<file path="config.mk">
export PLATFORM = sky130hd
export DESIGN_NAME = fetch_queue_unit
export DESIGN_NICKNAME = d
export VERILOG_FILES = /design/src/rtl/fetch_queue_unit.sv
export SDC_FILE = /design/constraint.sdc
export NUM_CORES = 1
export LEC_CHECK = 0
export ABC_AREA = 0
export ABC_CLOCK_PERIOD_IN_PS = 8119
export CORE_MARGIN = 3
export CORE_UTILIZATION = 30
export CTS_CLUSTER_DIAMETER = 30
export DETAILED_ROUTE_END_ITERATION = 16
export PLACE_DENSITY_LB_ADDON = 0.2
export RECOVER_POWER = 25
export REMOVE_ABC_BUFFERS = 1
export SYNTH_ARGS = -nofsm -noshare
export SYNTH_HDL_FRONTEND = slang
export SYNTH_SLANG_ARGS = --single-unit
</file>
<file path="constraint.sdc">
create_clock -name clk -period 8.12 [get_ports clk]
set_clock_uncertainty 0.1 [all_clocks]
set_input_delay 1.624 -clock clk [delete_from_list [all_inputs] [get_ports clk]]
set_output_delay 1.624 -clock clk [all_outputs]
set_load 0.01 [all_outputs]
</file>
<file path="src/rtl/fetch_queue_unit.sv">
// rtl/fetch_queue_unit.sv - instruction fetch stage with prefetch queue and IF/ID register
//
// Purpose: owns the fetch PC, issues one-at-a-time requests to a variable
// latency instruction memory, buffers returned instructions in a FQ_DEPTH
// entry queue and drives the IF/ID pipeline register.
//
// Ports:
//   clk, rst          clock, synchronous active-high reset
//   pc_select_e       execute-stage redirect, target on pc_branch_e
//   stall_d, flush_d  decode hold / bubble insertion
//   imem_req/addr     request valid and address (address is the fetch PC)
//   imem_ready        memory accepts the request this cycle
//   imem_rvalid/rdata response valid and instruction
//   instr_d, pc_d, pc_next_d, valid_d   IF/ID register outputs

module fetch_queue_unit #(
  parameter int unsigned        XLEN      = 16,
  parameter int unsigned        INSTR_W   = 16,
  parameter int unsigned        FQ_DEPTH  = 4,
  parameter logic [XLEN-1:0]    RESET_PC  = '0,
  parameter logic [XLEN-1:0]    PC_STEP   = XLEN'(1),
  parameter logic [INSTR_W-1:0] NOP_INSTR = '0
) (
  input  logic               clk,
  input  logic               rst,
  input  logic               pc_select_e,
  input  logic [XLEN-1:0]    pc_branch_e,
  input  logic               stall_d,
  input  logic               flush_d,
  output logic               imem_req,
  output logic [XLEN-1:0]    imem_addr,
  input  logic               imem_ready,
  input  logic               imem_rvalid,
  input  logic [INSTR_W-1:0] imem_rdata,
  output logic [INSTR_W-1:0] instr_d,
  output logic [XLEN-1:0]    pc_d,
  output logic [XLEN-1:0]    pc_next_d,
  output logic               valid_d
);

  localparam int unsigned PTR_W = (FQ_DEPTH > 1) ? $clog2(FQ_DEPTH) : 1;
  localparam int unsigned CNT_W = PTR_W + 1;
  // Space thresholds: with nothing in flight one free slot is enough; when a
  // response lands this cycle it consumes a slot, so two must be free.
  localparam logic [CNT_W-1:0] SPACE_IDLE = CNT_W'(FQ_DEPTH - 1);
  localparam logic [CNT_W-1:0] SPACE_BUSY = CNT_W'(FQ_DEPTH - 2);

  logic [XLEN-1:0]    pc_f_q, pc_f_d;
  logic               outstanding_q, outstanding_d;
  logic [XLEN-1:0]    req_pc_q, req_pc_d;
  logic               kill_q, kill_d;
  logic [CNT_W-1:0]   count_q, count_d;
  logic [PTR_W-1:0]   rd_ptr_q, rd_ptr_d;
  logic [PTR_W-1:0]   wr_ptr_q, wr_ptr_d;
  logic [XLEN-1:0]    q_pc_q    [FQ_DEPTH];
  logic [INSTR_W-1:0] q_instr_q [FQ_DEPTH];

  logic [INSTR_W-1:0] instr_q, instr_n;
  logic [XLEN-1:0]    pc_out_q, pc_out_n;
  logic [XLEN-1:0]    pc_next_q, pc_next_n;
  logic               valid_q, valid_n;

  logic space_ok;
  logic accept;
  logic resp;
  logic push;
  logic pop;

  // Issue decision uses only registered state plus rvalid/redirect inputs;
  // a same-cycle pop is deliberately not credited.
  assign space_ok = (!outstanding_q && (count_q <= SPACE_IDLE)) ||
                    (outstanding_q && imem_rvalid && (count_q <= SPACE_BUSY));
  assign imem_req  = !rst && !pc_select_e && !kill_q && space_ok;
  assign imem_addr = pc_f_q;
  assign accept    = imem_req && imem_ready;

  // rvalid without a request in flight (e.g. left over from before reset) is ignored.
  assign resp = outstanding_q && imem_rvalid;
  assign push = resp && !kill_q && !pc_select_e;

  // IF/ID register next state and queue pop.
  always_comb begin
    pop       = 1'b0;
    instr_n   = instr_q;
    pc_out_n  = pc_out_q;
    pc_next_n = pc_next_q;
    valid_n   = valid_q;
    if (pc_select_e || flush_d) begin
      valid_n = 1'b0;
      instr_n = NOP_INSTR;
    end else if (stall_d) begin
      // hold everything
    end else if (count_q != '0) begin
      pop       = 1'b1;
      instr_n   = q_instr_q[rd_ptr_q];
      pc_out_n  = q_pc_q[rd_ptr_q];
      pc_next_n = q_pc_q[rd_ptr_q] + PC_STEP;
      valid_n   = 1'b1;
    end else begin
      valid_n = 1'b0;
      instr_n = NOP_INSTR;
    end
  end

  // Fetch-side and queue bookkeeping next state.
  always_comb begin
    pc_f_d        = pc_f_q;
    req_pc_d      = req_pc_q;
    outstanding_d = outstanding_q;
    kill_d        = kill_q;
    count_d       = count_q;
    rd_ptr_d      = rd_ptr_q;
    wr_ptr_d      = wr_ptr_q;

    if (accept) begin
      req_pc_d      = pc_f_q;
      pc_f_d        = pc_f_q + PC_STEP;
      outstanding_d = 1'b1;
    end else if (resp) begin
      outstanding_d = 1'b0;
    end

    // Any returning response retires a pending kill, whether or not it was kept.
    if (resp) begin
      kill_d = 1'b0;
    end

    if (pc_select_e) begin
      pc_f_d   = pc_branch_e;
      count_d  = '0;
      rd_ptr_d = '0;
      wr_ptr_d = '0;
      // Response still to come belongs to the wrong path.
      if (outstanding_q && !imem_rvalid) begin
        kill_d = 1'b1;
      end
    end else begin
      if (push) begin
        wr_ptr_d = wr_ptr_q + PTR_W'(1);
      end
      if (pop) begin
        rd_ptr_d = rd_ptr_q + PTR_W'(1);
      end
      case ({push, pop})
        2'b10:   count_d = count_q + CNT_W'(1);
        2'b01:   count_d = count_q - CNT_W'(1);
        default: count_d = count_q;
      endcase
    end
  end

  always_ff @(posedge clk) begin
    if (rst) begin
      pc_f_q        <= RESET_PC;
      req_pc_q      <= '0;
      outstanding_q <= 1'b0;
      kill_q        <= 1'b0;
      count_q       <= '0;
      rd_ptr_q      <= '0;
      wr_ptr_q      <= '0;
      instr_q       <= NOP_INSTR;
      pc_out_q      <= '0;
      pc_next_q     <= '0;
      valid_q       <= 1'b0;
    end else begin
      pc_f_q        <= pc_f_d;
      req_pc_q      <= req_pc_d;
      outstanding_q <= outstanding_d;
      kill_q        <= kill_d;
      count_q       <= count_d;
      rd_ptr_q      <= rd_ptr_d;
      wr_ptr_q      <= wr_ptr_d;
      instr_q       <= instr_n;
      pc_out_q      <= pc_out_n;
      pc_next_q     <= pc_next_n;
      valid_q       <= valid_n;
    end
  end

  // Queue payload needs no reset; count and pointers qualify it.
  always_ff @(posedge clk) begin
    if (push) begin
      q_pc_q[wr_ptr_q]    <= req_pc_q;
      q_instr_q[wr_ptr_q] <= imem_rdata;
    end
  end

  assign instr_d   = instr_q;
  assign pc_d      = pc_out_q;
  assign pc_next_d = pc_next_q;
  assign valid_d   = valid_q;

endmodule

</file>
### Met1 routing, run 1

Bar = 50 µm. Cells faint in the background.
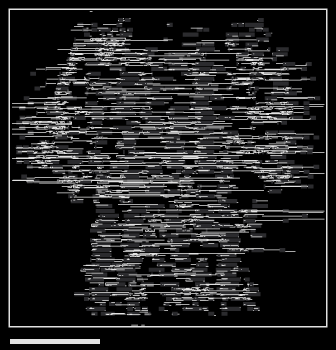
The layer carries 9,110 µm of wire. The longest straight run is 62.6 µm. 753 nets have wire on it.
via count: 5,558
M1 GR Usage: 0.168
WL final: 20,000 µm

### The metal 2 layer, run 1

Cells faint in the background.
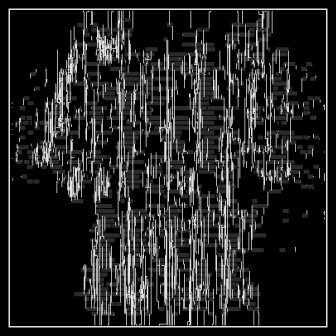
674 nets have wire on it. The wires run mostly vertical. The longest straight run is 66.1 µm. The layer holds 47% of the routed length. The layer carries 9,320 µm of wire.
GR Util met2: 0.211

==> CHANGELOG.md, run 1 <==
### Physical design

- PwrDens: 267 nW/µm²
- H-tree depth: 2
- R2r setup slk: 4.57 ns
- # Taps: 378
- MI comb cells: 378
- Worst EP arrival: 3.50 ns
- Status: complete, no violations
- Cycle use final: 0.643
- Initial antenna violation count: 0
- Vias per std cell: 4.69
- Signal buffers share of area: 0.0968
- Clock Tree Root: clkbuf_16
- Clock sinks: 220
- First-pass GRT wire length: 31,600 µm
- Hold path depth: 2
- CP top delay family: buffers and inverters
- Cts hold-fix bufs: 0
- Crit Reg-Reg Endpoint: count_q[2]
- Post-Syn Instances: 646
- Post-synth top area cell: edfxtp_1
- R2R cell count: 10
- Syn. warnings: 0
- Die y size: 176 µm
- Final Util: 0.412
- Pre-CTS WS: 2.34 ns
- Worst Path Buf+Inv: 2
- Worst min path class: reg2reg
- Total power: 0.00309 W
- Max-slew headroom: 0.360
- Reg clk slew, reported paths: 0.05 ns
- Initial DRC Count: 320
- Regs by FF count: q_instr_q: 64 flops, q_pc_q: 64 flops
- Placed insts: 1,101
- I/O pin cnt: 105
- Flop count: 220
- Final Net Count: 817
- Crit path max fanout: 4
- Dominant flop cell: edfxtp_1
### Metal 3, run 1

Bar = 50 µm. Cells faint in the background.
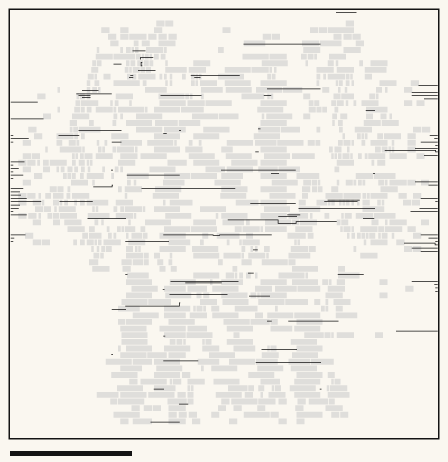
The longest straight run is 38.2 µm. 80 nets have wire on it. The layer carries 1,030 µm of wire. The wires run mostly horizontal.
M3 GR Usage: 0.0242

[run 1: worst min-delay path, delay by kind of cell, from the launching register on]
family | cells | cell delay [ns]
AOI/OAI and AO/OA | 1 | 0.05
DFF | 1 | 0.31
and+or+nand+nor | 1 | 0.05
[run 1: power groups by stage]
stage | registers, W | logic [W] | clock network, W
after CTS | 0.00120 | 0.0000728 | 0.00186
after global routing | 0.00120 | 0.0000774 | 0.00191
after detailed placement | 0.00122 | 0.0000724 | 0
after floorplan | 0.00122 | 0.0000202 | 0
final | 0.00120 | 0.0000709 | 0.00182
after global placement | 0.00122 | 0.0000707 | 0
[run 1: synth_stat cells, types with 2 or more instances]
cell      instances
a211oi_1         19
a21oi_1          45
a22oi_1          18
a31oi_1          11
a41oi_1           2
and2_1            7
and3_1            5
and4_1            3
buf_1             2
buf_2             7
buf_4             4
buf_6             2
clkbuf_1         22
dfxtp_1          92
edfxtp_1        128
ha_1              7
inv_1             9
mux2i_1           3
mux4_1           14
mux4_2           18
nand2_1          91
nand2b_1          2
nand3_1           9
nand4_1           8
nor2_1           52
nor3_1            6
o21ai_0          14
or3_1             8
or4_1             2
xnor2_1           5
xor2_1           18
[run 1: per-layer routing]
layer,GRT usage,vias to the layer above,share of wire
met2,0.211,161,0.47
met5,0,-,0
met1,0.168,2673,0.46
met3,0.0242,41,0.051
met4,0.0587,0,0.025
li1,-,2683,-
[run 1: kinds of logic after synthesis]
logic type / count (synthesis) / share of synthesized area
DFF: 220 / 0.659
and+or+nand+nor: 198 / 0.102
AOI/OAI and AO/OA: 114 / 0.0821
buffers and inverters: 48 / 0.0273
muxes: 35 / 0.0932
xor gates and xnor gates: 23 / 0.0234
adders and majority gates: 8 / 0.0125
### Cell placement, run 1

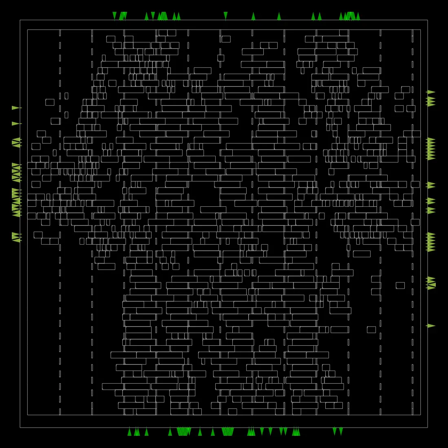

==> inputs of run 2 (changes only) <==
ABC_CLOCK_PERIOD_IN_PS = 5400   (was 8119)
clock period = 5.4 ns   (was 8.12 ns; I/O delays follow)
### Cell placement, run 2

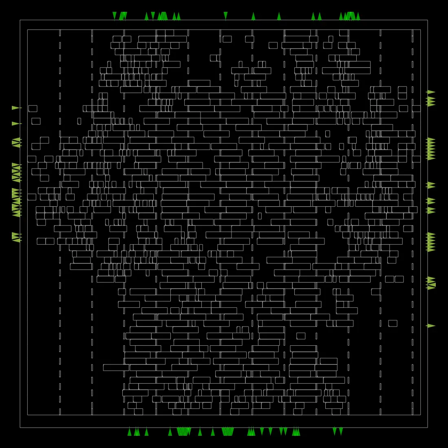
Layout fillers: 2,637
flop count: 220
sequential share of cell area: 0.482

### Met1 routing, run 2

Bar = 50 µm. Cells faint in the background.
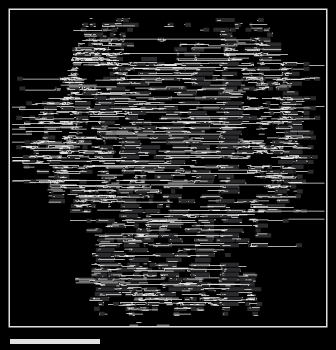
762 nets have wire on it. The layer carries 9,080 µm of wire. The longest straight run is 71.8 µm. The wires run mostly horizontal. The layer holds 45% of the routed length.
WL final: 20,000 µm
via count: 5,560

==> run 2 against run 1 <==
Net effect: power increased by 63%; combinational power increased by about 50%; sequential cell count unchanged; largest cell class unchanged.
==> CHANGELOG.md, run 2 <==
### Physical design

- Status: complete, no violations
- Initial DRC Count: 262 (-18%)
- Regs by FF count: q_instr_q: 64 flops, q_pc_q: 64 flops
- Die y size: 176 µm (unchanged)
- CP endpoint kind: primary output
- Crit Reg-Reg Endpoint: pc_next_d[12]
- Setup_tns: 0 ns
- Crit path max fanout: 4 (unchanged)
- Initial antenna violation count: 0 (unchanged)
- H-tree depth: 2 (unchanged)
- I/O pin cnt: 105 (unchanged)
- Worst min path class: reg2reg
- Pleak: 3.88 nW
- Post-Syn Instances: 646 (unchanged)
- R2R cell count: 7 (-3)
- Total power: 0.00503 W (+63%)
- R2r setup slk: 2.47 ns (-2.10 ns)
- Post-synth top area cell: edfxtp_1
- Worst EP arrival: 2.94 ns (-0.56 ns)
- Reg clk slew, reported paths: 0.04 ns (about the same)
- Clock sinks: 220 (unchanged)
- Cycle use final: 0.764
- Max-slew headroom: 0.379 (+0.0187)
- Syn. warnings: 0 (unchanged)
- Vias per std cell: 4.66 (-0.63%)
- Top cells by count: edfxtp_1, dfxtp_1, nand2_1, nor2_1, a21oi_1
- Clock Tree Root: clkbuf_16
- MI comb cells: 378 (unchanged)
- First-pass GRT wire length: 31,600 µm (+0.11%)
- Worst Setup Slack, final: 1.28 ns
- Cts hold-fix bufs: 0 (unchanged)
- Signal buffers share of area: 0.0967 (about the same)
- Yosys top cell by instances: edfxtp_1
- Critical Path RT: 4.22 ns
- PwrDens: 426 nW/µm² (+59%)
- Post-CTS Resized: 0
- # Taps: 378 (unchanged)
- Dominant flop cell: edfxtp_1
- Final Util: 0.420 (+0.00846)
- Pre-CTS WS: 1.30 ns (-1.04 ns)
- Hold path depth: 2 (unchanged)
[run 2: layer usage]
metal	routed length, µm	global-route usage	share of wire
met1	9080	0.170	0.45
met2	9360	0.211	0.47
met3	1140	0.0298	0.057
met4	390	0.0416	0.020
met5	0	0	0
[run 2: worst max-delay path, delay by kind of cell]
kind	cells	cell delay, ns
simple gates	1	0.19
buf+inv	2	1.11
compound gates	2	0.56
[run 2: power by group through the flow]
stage	clock [W]	combinational [W]	sequential, W
after floorplan	0	0.0000303	0.00183
after global placement	0	0.000106	0.00183
after detailed placement	0	0.000108	0.00183
after CTS	0.00317	0.000109	0.00180
after global routing	0.00327	0.000116	0.00180
final	0.00312	0.000106	0.00180
[run 2: worst max-delay path by stage]
| stage | start | end | slack [ns] | depth (start not counted) |
|---|---|---|---|---|
| global route | imem_rvalid | imem_req | 1.19 | 5 |
| floorplan | stall_d | count_q[2] | 1.23 | 9 |
| detailed placement | imem_rvalid | imem_req | 1.30 | 5 |
| global placement | pc_select_e | imem_req | 1.24 | 5 |
| CTS | imem_rvalid | imem_req | 1.28 | 5 |
| finish | imem_rvalid | imem_req | 1.28 | 5 |
[run 2: through the flow]
stage | hold slack, ns | instances | cell area (µm²)
2_1_floorplan | 0.358 | 608 | 8420
3_3_place_gp | 0.343 | 1104 | 10000
4_1_cts | 0.356 | 1193 | 11800
6_report | 0.356 | 1193 | 11800
5_1_grt | 0.379 | 1193 | 11800
3_5_place_dp | 0.350 | 1104 | 10000
[run 2: kinds of logic after synthesis]
kind of cell	share of synthesized area
and+or+nand+nor	0.102
muxes	0.0932
AOI/OAI and AO/OA	0.0821
adders and majority gates	0.0125
DFF	0.659
xor gates and xnor gates	0.0234
buffers and inverters	0.0273
Power is estimated from default activity; no workload was simulated.
